==> images/flops_by_reg.png <==
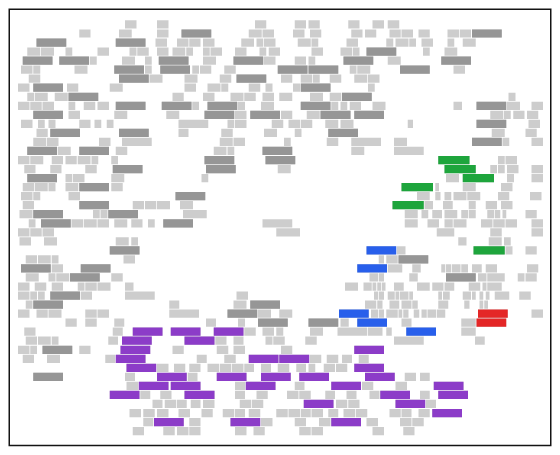
==> images/logic_types.png <==
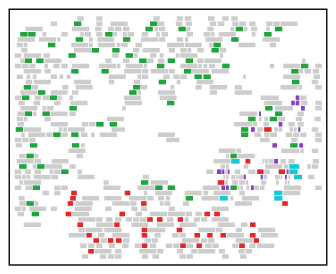
==> images/congestion.png <==
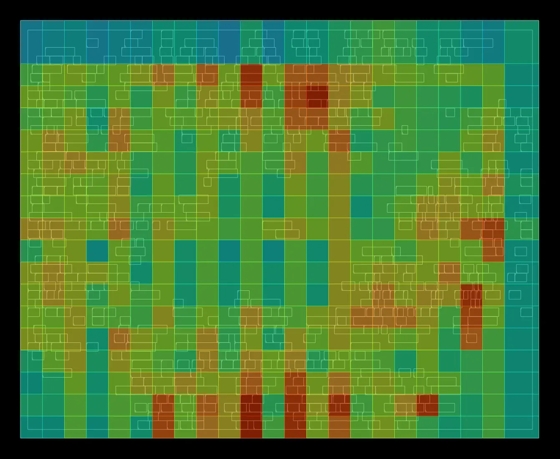
==> images/layer_met2.png <==
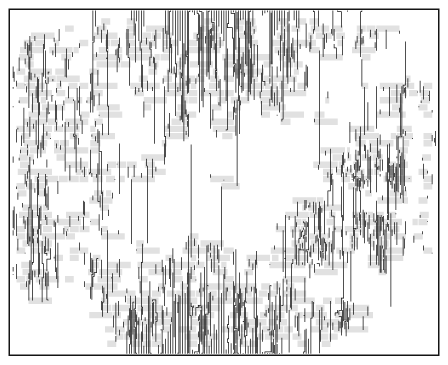
==> images/layer_met3.png <==
Scale bar: 50 µm.
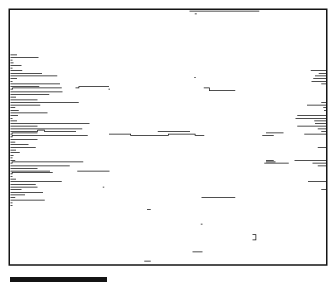
<file path="src/rtl/alu_ctrl_pkg.sv">
// alu_ctrl_pkg: funct codes and FSM state encoding shared by the ALU issue controller.
package alu_ctrl_pkg;

  localparam logic [5:0] F_AND   = 6'd36;
  localparam logic [5:0] F_OR    = 6'd37;
  localparam logic [5:0] F_ADD   = 6'd32;
  localparam logic [5:0] F_SUB   = 6'd34;
  localparam logic [5:0] F_SLT   = 6'd42;
  localparam logic [5:0] F_SLL   = 6'd0;
  localparam logic [5:0] F_MULTU = 6'd25;
  localparam logic [5:0] F_MFHI  = 6'd16;
  localparam logic [5:0] F_MFLO  = 6'd18;
  localparam logic [5:0] F_NOP   = 6'b111111;

  typedef enum logic [1:0] {
    IDLE = 2'd0,
    EXEC = 2'd1,
    MUL  = 2'd2,
    RESP = 2'd3
  } state_e;

endpackage

</file>
<file path="src/rtl/alu_funct_decode.sv">
// alu_funct_decode: classifies a funct code into single-cycle, multiply, HI/LO move or illegal.
module alu_funct_decode
  import alu_ctrl_pkg::*;
#(
  parameter int FUNCT_W = 6
) (
  input  logic [FUNCT_W-1:0] funct,
  output logic               is_single,
  output logic               is_mul,
  output logic               is_hilo,
  output logic               is_illegal
);

  assign is_single = funct inside {FUNCT_W'(F_AND), FUNCT_W'(F_OR), FUNCT_W'(F_ADD),
                                   FUNCT_W'(F_SUB), FUNCT_W'(F_SLT), FUNCT_W'(F_SLL)};
  assign is_mul     = funct == FUNCT_W'(F_MULTU);
  assign is_hilo    = funct inside {FUNCT_W'(F_MFHI), FUNCT_W'(F_MFLO)};
  assign is_illegal = !(is_single || is_mul || is_hilo);

endmodule

</file>
<file path="src/rtl/alu_issue_ctrl.sv">
// alu_issue_ctrl: issues one request at a time to the ALU/shift/mul/HI-LO datapath and returns results.
// Defining ALU_PERF_CNT_EN adds the op_count/mul_count performance counter outputs.
module alu_issue_ctrl
  import alu_ctrl_pkg::*;
#(
  parameter int DATA_W     = 32,
  parameter int FUNCT_W    = 6,
  parameter int MUL_CYCLES = 32
) (
  input  logic               clk,
  input  logic               reset,
  input  logic               req_valid,
  output logic               req_ready,
  input  logic [FUNCT_W-1:0] req_funct,
  input  logic [DATA_W-1:0]  req_a,
  input  logic [DATA_W-1:0]  req_b,
  output logic [FUNCT_W-1:0] alu_signal,
  output logic [DATA_W-1:0]  alu_dataA,
  output logic [DATA_W-1:0]  alu_dataB,
  input  logic [DATA_W-1:0]  alu_result,
  output logic               rsp_valid,
  input  logic               rsp_ready,
  output logic [DATA_W-1:0]  rsp_data,
  output logic               rsp_err,
  output logic               busy
`ifdef ALU_PERF_CNT_EN
  ,
  output logic [31:0]        op_count,
  output logic [31:0]        mul_count
`endif
);

  localparam int CW = (MUL_CYCLES > 1) ? $clog2(MUL_CYCLES) : 1;
  localparam logic [CW-1:0] CNT_LAST = CW'(MUL_CYCLES - 1);

  state_e             state_q, state_d;
  logic [FUNCT_W-1:0] funct_q, funct_d, dec_funct;
  logic [DATA_W-1:0]  a_q, a_d, b_q, b_d, data_q, data_d;
  logic [CW-1:0]      cnt_q, cnt_d;
  logic               hilo_valid_q, hilo_valid_d, err_q, err_d;
  logic               is_single, is_mul, is_hilo, is_illegal;
  logic               accept, drive;

  // In IDLE the incoming request is classified; afterwards the registered one.
  assign dec_funct = (state_q == IDLE) ? req_funct : funct_q;

  alu_funct_decode #(.FUNCT_W(FUNCT_W)) u_decode (
    .funct      (dec_funct),
    .is_single  (is_single),
    .is_mul     (is_mul),
    .is_hilo    (is_hilo),
    .is_illegal (is_illegal)
  );

  assign req_ready  = (state_q == IDLE) && reset;
  assign accept     = req_valid && req_ready;
  assign drive      = (state_q == EXEC) || (state_q == MUL);
  assign alu_signal = drive ? funct_q : FUNCT_W'(F_NOP);
  assign alu_dataA  = drive ? a_q : '0;
  assign alu_dataB  = drive ? b_q : '0;
  assign rsp_valid  = state_q == RESP;
  assign rsp_data   = data_q;
  assign rsp_err    = err_q;
  assign busy       = state_q != IDLE;

  always_comb begin
    state_d      = state_q;
    funct_d      = funct_q;
    a_d          = a_q;
    b_d          = b_q;
    cnt_d        = cnt_q;
    hilo_valid_d = hilo_valid_q;
    data_d       = data_q;
    err_d        = err_q;
    unique case (state_q)
      IDLE: if (accept) begin
        funct_d = req_funct;
        a_d     = req_a;
        b_d     = req_b;
        cnt_d   = '0;
        data_d  = '0;
        err_d   = is_illegal;
        state_d = is_mul ? MUL : (is_single || is_hilo) ? EXEC : RESP;
      end
      EXEC: begin
        err_d   = is_hilo && !hilo_valid_q;
        data_d  = (is_hilo && !hilo_valid_q) ? '0 : alu_result;
        state_d = RESP;
      end
      MUL: begin
        cnt_d = cnt_q + CW'(1);
        if (cnt_q == CNT_LAST) begin
          hilo_valid_d = 1'b1;
          state_d      = IDLE;
        end
      end
      RESP: state_d = rsp_ready ? IDLE : RESP;
      default: state_d = IDLE;
    endcase
  end

  always_ff @(posedge clk or negedge reset) begin
    if (!reset) begin
      state_q      <= IDLE;
      funct_q      <= FUNCT_W'(F_NOP);
      a_q          <= '0;
      b_q          <= '0;
      cnt_q        <= '0;
      hilo_valid_q <= 1'b0;
      data_q       <= '0;
      err_q        <= 1'b0;
    end else begin
      state_q      <= state_d;
      funct_q      <= funct_d;
      a_q          <= a_d;
      b_q          <= b_d;
      cnt_q        <= cnt_d;
      hilo_valid_q <= hilo_valid_d;
      data_q       <= data_d;
      err_q        <= err_d;
    end
  end

`ifdef ALU_PERF_CNT_EN
  logic [31:0] op_cnt_q, mul_cnt_q;

  always_ff @(posedge clk or negedge reset) begin
    if (!reset) begin
      op_cnt_q  <= '0;
      mul_cnt_q <= '0;
    end else if (accept) begin
      op_cnt_q  <= op_cnt_q + 32'd1;
      mul_cnt_q <= mul_cnt_q + {31'd0, is_mul};
    end
  end

  assign op_count  = op_cnt_q;
  assign mul_count = mul_cnt_q;
`endif

endmodule

</file>
<file path="config.mk">
export PLATFORM = sky130hd
export DESIGN_NAME = alu_issue_ctrl
export DESIGN_NICKNAME = d
export VERILOG_FILES = /design/src/rtl/alu_ctrl_pkg.sv /design/src/rtl/alu_funct_decode.sv /design/src/rtl/alu_issue_ctrl.sv
export SDC_FILE = /design/constraint.sdc
export NUM_CORES = 1
export LEC_CHECK = 0
export CAP_MARGIN = 10
export CORE_ASPECT_RATIO = 0.8
export CORE_MARGIN = 2
export CORE_UTILIZATION = 25
export DETAILED_ROUTE_END_ITERATION = 10
export PLACE_DENSITY = 0.52
export RECOVER_POWER = 25
export REMOVE_ABC_BUFFERS = 1
export SLEW_MARGIN = 20
export SYNTH_ARGS = -nofsm -noshare
export SYNTH_HDL_FRONTEND = slang
export SYNTH_SLANG_ARGS = --single-unit
</file>
<file path="constraint.sdc">
create_clock -name clk -period 2.8 [get_ports clk]
set_input_delay 0.42 -clock clk [delete_from_list [all_inputs] [get_ports clk]]
set_output_delay 0.42 -clock clk [all_outputs]
set_load 0.005 [all_outputs]
</file>
==> flow_summary.json <==
{
  "outcome": "finished, final reports clean",
  "arrival_ns": 2.25,
  "path_depth": 5,
  "met3WireLength_um": 1121,
  "period_minus_slack_ns": 2.668,
  "clkLatencyLatePin_ns": 0.35,
  "via_per_inst": 4.458,
  "maxCapViolations": 0,
  "synth_cells": 391,
  "cts_sinks": 111,
  "inv_count": 6,
  "critical_path_required_ns": 2.38,
  "fillerInstances": 1902,
  "chip_area_um2": 21270,
  "ys.flops": 111,
  "clk_share": 0.03737,
  "grt_pass1_vias": 4165,
  "die_h_um": 130.8,
  "end_kind": "primary output",
  "leakage_uw": 0.003164,
  "period_used_share": 0.9529
}
About flops_by_reg.png:
signal	colour	placed flops
`funct_q`	green	6
`state_q`	red	2
`cnt_q`	blue	5
`rsp_data`	purple	32
not coloured	66
Seq/total area: 0.3601
Seq. pwr: 2830 µW
Sequential Area: 2785 µm²
final core occ: 0.3907

About logic_types.png:
family	colour	cells
multiplexers	green	73
AND-OR and OR-AND gates	red	38
adder and majority cells	cyan	7
NAND gates	purple	21
most frequent logic cell in the layout: clkdlybuf4s50_1
combinational fraction of the cell area: 0.2721
Layout Cells excl Fill: 867

About congestion.png:
GR met3 Demand/Resource: 0.05082
routed length per instance: 16.19 µm
GR Layer Usage met2: 0.2240
GRT Resource Usage Total: 0.1322
GR Layer Usage met1: 0.1554

About layer_met2.png:
longest straight run	44.5 µm
wire length on this layer	6910 µm
nets with wire on the layer	638
share of all routed wire	49%
main direction	vertical
Detailed Route WL: 14040 µm
vias: 3865

About layer_met3.png:
share of all routed wire	8.0%
longest straight run	40.2 µm
wire length on this layer	1120 µm
nets with wire on the layer	93

## sequential cells by signal (all words and copies together) (netlist names)
| signal | flops |
|---|---|
| rsp_err | 1 |
| hilo_valid_q | 1 |
| cnt_q | 5 |
| a_q | 32 |
| funct_q | 6 |
| state_q | 2 |
| rsp_data | 32 |
| b_q | 32 |
## power groups by stage
stage	sequential [µW]	clock, µW	combinational [µW]
after floorplan	2750	0	2130
after detailed placement	2850	0	4820
after global routing	2940	1390	5210
after CTS	2840	1340	4860
final	2830	1270	4750
after global placement	2820	0	4760
## metrics by stage
stage,cell area [µm²],setup TNS [ns]
5_1_grt,7735,0
4_1_cts,7740,0
3_5_place_dp,7437,0
2_1_floorplan,4901,-74.88
6_report,7735,0
3_3_place_gp,7437,0
No activity file was given, so power comes from the tool's default toggle rates.
